**src/rtl/note_lane_pkg.sv**
```systemverilog
// note_lane_pkg
//   Shared types and constants for the rhythm-game note field.
//   rgb_t       : 6-bit pixel colour (2 bits per channel)
//   BLACK       : empty pixel
//   BAND_GRAY   : hit-window band background
//   FLASH_WHITE : hit-window band flash after a successful hit
//   COMBO_W     : width of the combo counter
package note_lane_pkg;

   typedef logic [5:0] rgb_t;

   localparam rgb_t BLACK       = 6'b000000;
   localparam rgb_t BAND_GRAY   = 6'b010101;
   localparam rgb_t FLASH_WHITE = 6'b111111;

   localparam int COMBO_W = 8;

endpackage

```
**src/rtl/note_lane_array_btn_sync_edge.sv**
```systemverilog
// btn_sync_edge
//   Two-flop synchroniser for one raw player button followed by a
//   rising-edge detector. rise is high for exactly one cycle per synced
//   low-to-high transition, so a held button produces a single pulse.
//   Ports:
//     clk   in  pixel clock
//     rst_n in  asynchronous active-low reset
//     btn   in  raw asynchronous button, active-high
//     rise  out one-cycle pulse on the synced rising edge
module btn_sync_edge (
   input  logic clk,
   input  logic rst_n,
   input  logic btn,
   output logic rise
);

   logic meta_p0;
   logic sync_p1;
   logic sync_p2;

   always_ff @(posedge clk or negedge rst_n) begin
      if (!rst_n) begin
         meta_p0 <= 1'b0;
         sync_p1 <= 1'b0;
         sync_p2 <= 1'b0;
      end else begin
         meta_p0 <= btn;
         sync_p1 <= meta_p0;
         sync_p2 <= sync_p1;
      end
   end

   assign rise = sync_p1 & ~sync_p2;

endmodule

```
**src/rtl/note_lane_array.sv**
```systemverilog
// note_lane_array
//   Multi-lane note field. Notes scroll down LANES lanes of DEPTH cells,
//   advancing one cell every STEP_DIV frame ticks. Button presses are
//   judged against the hit window HIT_LO..HIT_HI; score and combo track
//   hits. A registered per-pixel colour is produced for the VGA mux.
//   Optional feature: define NOTE_LANE_HIT_FLASH_EN to flash a lane's hit
//   band white for 7 frames after each hit in that lane.
//   Ports:
//     clk        in  pixel clock
//     rst_n      in  asynchronous active-low reset
//     col, row   in  current pixel coordinates (10 bits each)
//     valid      in  pixel is inside the visible area
//     frame_tick in  one-cycle pulse per frame
//     drop       in  per-lane note spawn request
//     btn        in  raw asynchronous player buttons
//     lane_color in  packed per-lane note colour, lane i at [6i+5:6i]
//     lane_rgb   out registered pixel colour
//     hit        out per-lane one-cycle hit pulse
//     miss       out per-lane one-cycle miss pulse
//     score      out saturating hit count
//     combo      out saturating consecutive-hit count
module note_lane_array
   import note_lane_pkg::*;
#(
   parameter int LANES    = 4,
   parameter int DEPTH    = 96,
   parameter int CELL_H   = 5,
   parameter int LANE_W   = 160,
   parameter int STEP_DIV = 1,
   parameter int HIT_LO   = 88,
   parameter int HIT_HI   = 95,
   parameter int SCORE_W  = 16
) (
   input  logic                 clk,
   input  logic                 rst_n,
   input  logic [9:0]           col,
   input  logic [9:0]           row,
   input  logic                 valid,
   input  logic                 frame_tick,
   input  logic [LANES-1:0]     drop,
   input  logic [LANES-1:0]     btn,
   input  logic [LANES*6-1:0]   lane_color,
   output logic [5:0]           lane_rgb,
   output logic [LANES-1:0]     hit,
   output logic [LANES-1:0]     miss,
   output logic [SCORE_W-1:0]   score,
   output logic [COMBO_W-1:0]   combo
);

   localparam int STEP_W = (STEP_DIV > 1) ? $clog2(STEP_DIV) : 1;
   localparam int CNT_W  = $clog2(LANES + 1);
   localparam int CIDX_W = $clog2(DEPTH);

   localparam logic [9:0]        LANE_W10  = 10'(LANE_W);
   localparam logic [9:0]        CELL_H10  = 10'(CELL_H);
   localparam logic [9:0]        DEPTH10   = 10'(DEPTH);
   localparam logic [9:0]        HIT_LO10  = 10'(HIT_LO);
   localparam logic [9:0]        HIT_HI10  = 10'(HIT_HI);
   localparam logic [STEP_W-1:0] STEP_LAST = STEP_W'(STEP_DIV - 1);

   function automatic logic [CNT_W-1:0] count_ones(input logic [LANES-1:0] v);
      logic [CNT_W-1:0] n;
      n = '0;
      for (int i = 0; i < LANES; i++) n = n + CNT_W'(v[i]);
      return n;
   endfunction

   function automatic logic [SCORE_W-1:0] sat_add_score(input logic [SCORE_W-1:0] s,
                                                        input logic [CNT_W-1:0]   n);
      logic [SCORE_W:0] sum;
      sum = {1'b0, s} + (SCORE_W + 1)'(n);
      return sum[SCORE_W] ? {SCORE_W{1'b1}} : sum[SCORE_W-1:0];
   endfunction

   function automatic logic [COMBO_W-1:0] sat_add_combo(input logic [COMBO_W-1:0] c,
                                                        input logic [CNT_W-1:0]   n);
      logic [COMBO_W:0] sum;
      sum = {1'b0, c} + (COMBO_W + 1)'(n);
      return sum[COMBO_W] ? {COMBO_W{1'b1}} : sum[COMBO_W-1:0];
   endfunction

   logic [LANES-1:0]  rise;
   logic [DEPTH-1:0]  cells     [LANES];
   logic [DEPTH-1:0]  cells_nxt [LANES];
   logic [LANES-1:0]  pending;
   logic [LANES-1:0]  pending_nxt;
   logic [LANES-1:0]  hit_nxt;
   logic [LANES-1:0]  miss_nxt;
   logic [LANES-1:0]  wrong_nxt;
   logic [CNT_W-1:0]  hit_cnt;
   logic [STEP_W-1:0] step_cnt;
   logic              advance;
   logic [LANES-1:0]  flash_on;

   // Stage p0: button synchronisers
   for (genvar g = 0; g < LANES; g++) begin : g_btn
      btn_sync_edge u_sync (
         .clk   (clk),
         .rst_n (rst_n),
         .btn   (btn[g]),
         .rise  (rise[g])
      );
   end

   assign advance = frame_tick && (step_cnt == STEP_LAST);

   always_ff @(posedge clk or negedge rst_n) begin
      if (!rst_n) begin
         step_cnt <= '0;
      end else if (frame_tick) begin
         step_cnt <= advance ? '0 : step_cnt + STEP_W'(1);
      end
   end

   // Stage p1: judgement on pre-advance contents, then clear, then shift
   always_comb begin
      logic             found;
      logic [DEPTH-1:0] clr;
      logic [DEPTH-1:0] kept;
      hit_nxt     = '0;
      miss_nxt    = '0;
      wrong_nxt   = '0;
      pending_nxt = pending;
      cells_nxt   = cells;
      found       = 1'b0;
      clr         = '0;
      kept        = '0;
      for (int i = 0; i < LANES; i++) begin
         found = 1'b0;
         clr   = '0;
         // Ascending scan keeps the last match, i.e. the note closest to the bottom.
         for (int k = HIT_LO; k <= HIT_HI; k++) begin
            if (cells[i][k]) begin
               found  = 1'b1;
               clr    = '0;
               clr[k] = 1'b1;
            end
         end
         hit_nxt[i]   = rise[i] & found;
         wrong_nxt[i] = rise[i] & ~found;
         kept         = cells[i] & ~({DEPTH{hit_nxt[i]}} & clr);
         if (advance) begin
            cells_nxt[i]   = {kept[DEPTH-2:0], pending[i] | drop[i]};
            miss_nxt[i]    = kept[DEPTH-1];
            pending_nxt[i] = 1'b0;
         end else begin
            cells_nxt[i]   = kept;
            pending_nxt[i] = pending[i] | drop[i];
         end
      end
   end

   assign hit_cnt = count_ones(hit_nxt);

   always_ff @(posedge clk or negedge rst_n) begin
      if (!rst_n) begin
         for (int i = 0; i < LANES; i++) cells[i] <= '0;
         pending <= '0;
         hit     <= '0;
         miss    <= '0;
         score   <= '0;
         combo   <= '0;
      end else begin
         for (int i = 0; i < LANES; i++) cells[i] <= cells_nxt[i];
         pending <= pending_nxt;
         hit     <= hit_nxt;
         miss    <= miss_nxt;
         score   <= sat_add_score(score, hit_cnt);
         if ((|miss_nxt) || (|wrong_nxt)) combo <= '0;
         else                             combo <= sat_add_combo(combo, hit_cnt);
      end
   end

`ifdef NOTE_LANE_HIT_FLASH_EN
   logic [2:0] flash [LANES];

   always_ff @(posedge clk or negedge rst_n) begin
      if (!rst_n) begin
         for (int i = 0; i < LANES; i++) flash[i] <= 3'd0;
      end else begin
         for (int i = 0; i < LANES; i++) begin
            if (hit_nxt[i])                        flash[i] <= 3'd7;
            else if (frame_tick && flash[i] != 0)  flash[i] <= flash[i] - 3'd1;
         end
      end
   end

   always_comb begin
      flash_on = '0;
      for (int i = 0; i < LANES; i++) flash_on[i] = (flash[i] != 3'd0);
   end
`else
   assign flash_on = '0;
`endif

   // Stage p0: pixel lookup
   logic [9:0]       lane_idx_p0;
   logic [9:0]       cidx_p0;
   logic [DEPTH-1:0] sel_cells_p0;
   rgb_t             sel_color_p0;
   logic             sel_flash_p0;
   logic             lane_ok_p0;
   logic             in_field_p0;
   logic             in_band_p0;
   rgb_t             pix_p0;

   assign lane_idx_p0 = col / LANE_W10;
   assign cidx_p0     = row / CELL_H10;

   always_comb begin
      sel_cells_p0 = '0;
      sel_color_p0 = BLACK;
      sel_flash_p0 = 1'b0;
      lane_ok_p0   = 1'b0;
      for (int i = 0; i < LANES; i++) begin
         if (lane_idx_p0 == 10'(i)) begin
            lane_ok_p0   = 1'b1;
            sel_cells_p0 = cells[i];
            sel_color_p0 = lane_color[6*i +: 6];
            sel_flash_p0 = flash_on[i];
         end
      end
      in_field_p0 = lane_ok_p0 && (cidx_p0 < DEPTH10);
      in_band_p0  = (cidx_p0 >= HIT_LO10) && (cidx_p0 <= HIT_HI10);
      pix_p0      = BLACK;
      if (valid && in_field_p0) begin
         if (sel_cells_p0[cidx_p0[CIDX_W-1:0]]) pix_p0 = sel_color_p0;
         else if (in_band_p0)                   pix_p0 = sel_flash_p0 ? FLASH_WHITE : BAND_GRAY;
      end
   end

   // Stage p1: registered pixel output
   always_ff @(posedge clk or negedge rst_n) begin
      if (!rst_n) lane_rgb <= BLACK;
      else        lane_rgb <= pix_p0;
   end

endmodule

```
**config.mk**
```make
export PLATFORM = sky130hd
export DESIGN_NAME = note_lane_array
export DESIGN_NICKNAME = d
export VERILOG_FILES = /design/src/rtl/note_lane_pkg.sv /design/src/rtl/note_lane_array_btn_sync_edge.sv /design/src/rtl/note_lane_array.sv
export SDC_FILE = /design/constraint.sdc
export NUM_CORES = 1
export LEC_CHECK = 0
export ABC_AREA = 1
export CAP_MARGIN = 20
export CORE_MARGIN = 2
export CORE_UTILIZATION = 45
export DETAILED_ROUTE_END_ITERATION = 10
export PLACE_DENSITY = 0.68
export SETUP_SLACK_MARGIN = 0.02
export SYNTH_ARGS = -nofsm -noshare
export SYNTH_HDL_FRONTEND = slang
export SYNTH_SLANG_ARGS = --single-unit
```
**constraint.sdc**
```tcl
create_clock -name clk -period 4 [get_ports clk]
set_input_delay 0.8 -clock clk [delete_from_list [all_inputs] [get_ports clk]]
set_output_delay 0.8 -clock clk [all_outputs]
set_load 0.03 [all_outputs]
```
Fig. 1: a small window of the routed layout
Region (90, 133) to (130, 173) um. Cells in grey, sequential cells in the stronger grey; small squares are vias.
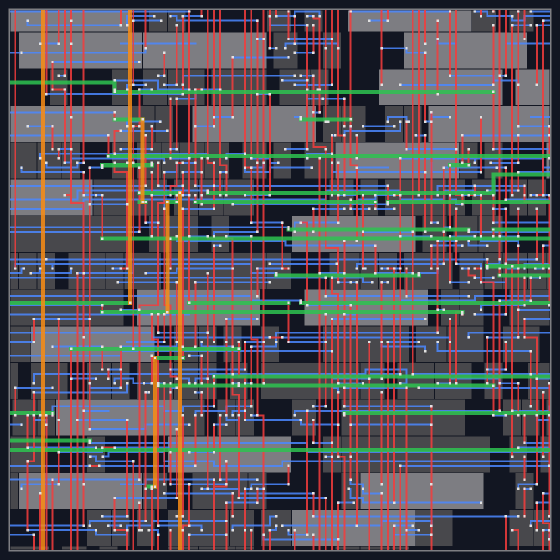
layer	colour
M3	green
M1	blue
M4	orange
M2	red
netlist names of flops here include	`cells` (20)
most frequent	nand2_1 (31), dfrtp_1 (20), o21ai_0 (17)
sequential cells in the window	20
cells with their middle in the window	140

Fig. 2: routing congestion map
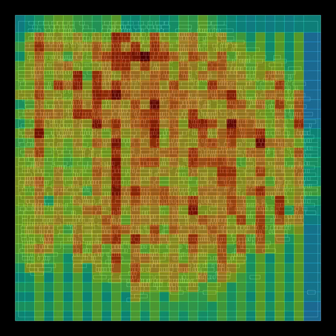
global-route track usage on met1: 31.55%
Routed WL per cell: 15.89 um
busiest grt layer: met2

Fig. 3: M2 wires
Drawn at 1 px/um.
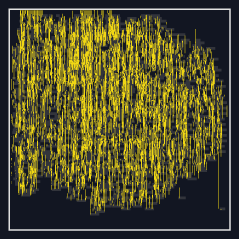
nets with wire on the layer	2,322
main direction	vertical
share of all routed wire	47%

Fig. 4: selected gate families
Drawn at 2 px/um.
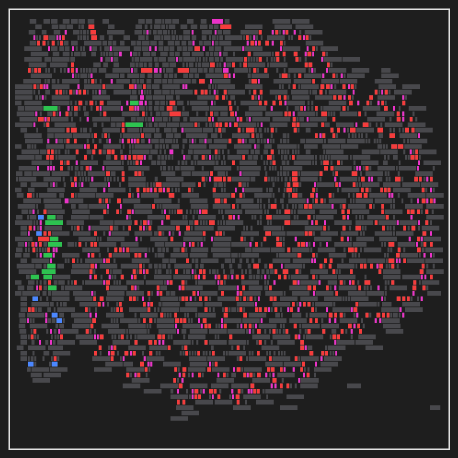
family	colour	cells
xor and xnor cells	blue	7
inv cells	magenta	345
fa/ha/maj cells	green	13
aoi and oai cells	red	609

Fig. 5: sequential cells grouped by signal name
Drawn at 2 px/um.
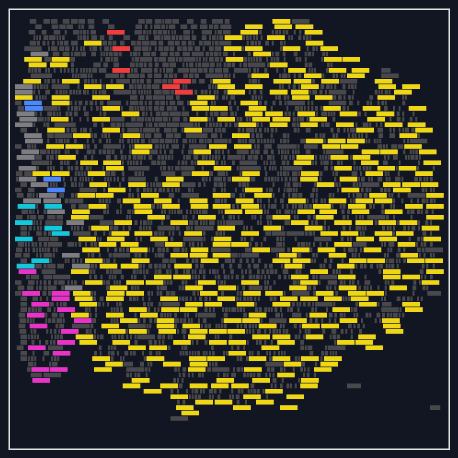
netlist name	colour	sequential cells
`score`	magenta	16
`lane_rgb`	red	6
`cells`	yellow	384
`g_btn.u_sync.sync_p2`	blue	4
`combo`	cyan	8
not coloured	21

==> results.tsv <==
metric	value	unit
timing.critical_path.from_type	input port	
die_area	0.04805	mm2
drc_errors	0	
power_density	534.8	mW/mm2
cts.reportedPaths.clkPinSlew	0.06	ns
max_freq	0.2163	GHz
cpPeakStageDelay	0.25	ns
vdd_ir_drop_max	0.3758	mV
power.total	13.75	mW
cp_data_arrival_time	5.13	ns
post_synthesis_instance_total	2612	
ctsHtreeMaxLevel	2	
post-route-cell-area	0.02570	mm2
hold_class	in -> async	
power_leakage	11.81	nW
finish.cell_count_without_fillers	3403	
drt_wl_total	54060	um
failed_checks	negative setup slack	
placed_cells_incl_taps	3289	
ys_dominant_reg_cell	dfrtp_1	
final_nets	2836	
setup_tns	-3.502	ns
globalRouteOverflowTotal	0	
lay_top_count	nand2_1	
clock_skew	0.01359	ns
fp_nets	2681	
relSlewSlack	40.57	%
clock_latency	0.58	ns
number_of_antenna_cells_inserted	0	
layout_min_cycle_time	4.622	ns
number_of_synthesized_flops_with_an_enable_pin	0	
setup.worst_path.class	in -> reg	
dieWidth	219.2	um
maximum_root_to_sink_buffer_count	3	
worst-path-max-fanout	6	
gpl.final_weighted_congestion	0.8438	
drtPass1Iterations	6	
tightestPinTransition	0.8915	ns
place_ws	-1.755	ns
core_area	0.04558	mm2
yosys-stat-area	0.02084	mm2
core_util_floorplan	45.73	%
final_cell_mix	744 x nand2_1, 439 x dfrtp_1, 361 x o21ai_0	
route.detailed.vias_per_inst	5.287	
timing.final.max_slew_violations	0	
tritoncts.num_buffers	47	
synth-cells-yosys	2612	
num_rows	78	
critical-path-slowest-cell	dlygate4sd2_1	
worstPathRequired	4.50	ns
layout-drive-gt1-share	13.66	%
critPathMostFrequentCell	nand2_4	
clock-sinks	439	
drtAntennaViolNets	0	
synthesis.yosys.warnings	0	
route.vias.total	17990	
place_hpwl	35110	um
hold_viol_final	0	
placedInstanceArea	0.02327	mm2
post_synth_num_cell_types	42	
drtIter0Drc	1744	
grt_setup_unrepaired	yes	
ys_async_sr_fraction	100.0	%
cell_area_after_synthesis	0.02084	mm2
postSynthRegisterBits	439	
first_global_vias	17880	
maxCapViolCount	0	
final.hold.worst_slack	0.1211	ns
clockRootBuffer	clkbuf_16	
yosysSeqAreaShare	52.71	%
postSynthAreaPerCell	7.979	um2
io_pins	94	
antenna_found_initial	0	
fin_ws	-0.6224	ns
area_delta_synth_final	23.32	%
end_kind	register	
io_buffers	88	
status	finished, violations left	
warning_count	47	
cts_tree	done	
chipHeight	219.2	um
grt_max_degree	186	
final_setup_violations	6	
final_core_utilization	56.39	%
groute.usage.overall	22.94	%
grt_first_pass_wirelength	89530	um
finalCritPeriodShare	115.6	%
## repair_timing
| item | 4_1_cts | 5_1_grt |
|---|---|---|
| resized | 84 | 74 |
| pin swaps | 60 | 59 |
| setup buffers | 20 | 8 |
| endpoints found under the setup margin | 11 | 28 |
| gates cloned | 5 | 0 |
| hold buffers | 0 | 0 |
## state kept, by name, indices dropped and copies added (netlist names)
signal,count
g_btn.u_sync.sync_p2,4
cells,384
hit,4
g_btn.u_sync.meta_p0,4
score,16
pending,4
g_btn.u_sync.sync_p1,4
miss,4
step_cnt,1
lane_rgb,6
combo,8
## cell families after synthesis
group                    after synthesis  synth area share, %
buffers and inverters                488                8.970
multiplexers                           2              0.09607
AND/OR/NAND/NOR                     1053                20.92
adder cells (fa/ha/maj)               13               0.8886
AND-OR/OR-AND                        610                16.11
flip-flops                           439                52.71
XOR/XNOR                               7               0.2942
## critical path: cells and delay by family
kind,cells,cell delay [ns]
AND-OR/OR-AND,1,0.13
buffers and inverters,12,1.46
AND/OR/NAND/NOR,30,2.71
## power by group
| part | switching [mW] | internal (mW) |
|---|---|---|
| Combinational | 2.44 | 1.66 |
| Clock | 1.81 | 2.73 |
| Sequential | 0.264 | 4.85 |
| Total | 4.51 | 9.24 |
## layout make-up
type / instances / area (um2)
Fill cell: 4040 / 19880
Sequential cell: 439 / 10990
Multi-Input combinational cell: 1685 / 8532
Timing Repair Buffer: 249 / 2505
Clock buffer: 71 / 1399
Inverter: 345 / 1326
Tap cell: 600 / 750.7
Clock inverter: 14 / 202.7
## final timing paths
kind                       slack (ns)  cells past startpoint                 endpoint               startpoint
setup / recovery                -0.62                     43              lane_rgb[2]                   row[6]
hold / removal                   0.12                      1               cells[236]                    rst_n
setup reg to reg                 0.29                     18                 score[1]                cells[91]
hold reg to reg                  0.35                      0  g_btn[2].u_sync.sync_p1  g_btn[2].u_sync.meta_p0
max in group asynchronous        2.67                      2               cells[361]                    rst_n
min in group clk                 0.35                      0  g_btn[2].u_sync.sync_p1  g_btn[2].u_sync.meta_p0
## synthesized netlist by cell type, types with 2 or more instances
master     number  area, um2
nand2_1       782       2935
dfrtp_1       439      10990
o21ai_0       364       1822
inv_1         333       1250
clkbuf_1      111      416.7
o22ai_1        98      613.1
nand3_1        93      465.5
a21oi_1        87      435.4
nor2_1         83      311.6
nand4_1        37      231.5
a221oi_1       33      289.0
buf_1          18      67.56
nand2_2        18      112.6
nor3_1         14      70.07
o21ai_1        14      70.07
ha_1           10      125.1
buf_2           9      45.04
inv_2           7      26.28
or2_2           7      43.79
nand3_2         6      60.06
clkinv_1        5      18.77
o2111ai_1       4      35.03
xor2_1          4      35.03
buf_4           3      22.52
fa_1            3      60.06
nand2_4         3      33.78
nor4_1          3      18.77
o211ai_1        3      22.52
xnor2_1         3      26.28
buf_6           2      22.52
mux2i_1         2      20.02
nand3_4         2      35.03
o211ai_2        2      25.02
o21bai_1        2      15.01
## per-layer routing
metal / track usage (%) / vias to the layer above / routed length [um]
met5: 0 / - / 0
met4: 7.095 / 0 / 1340
met3: 3.742 / 110 / 2950
met2: 37.30 / 470 / 25620
met1: 31.55 / 8654 / 24150
li1: - / 8759 / -
Power and IR drop assume default switching activity.
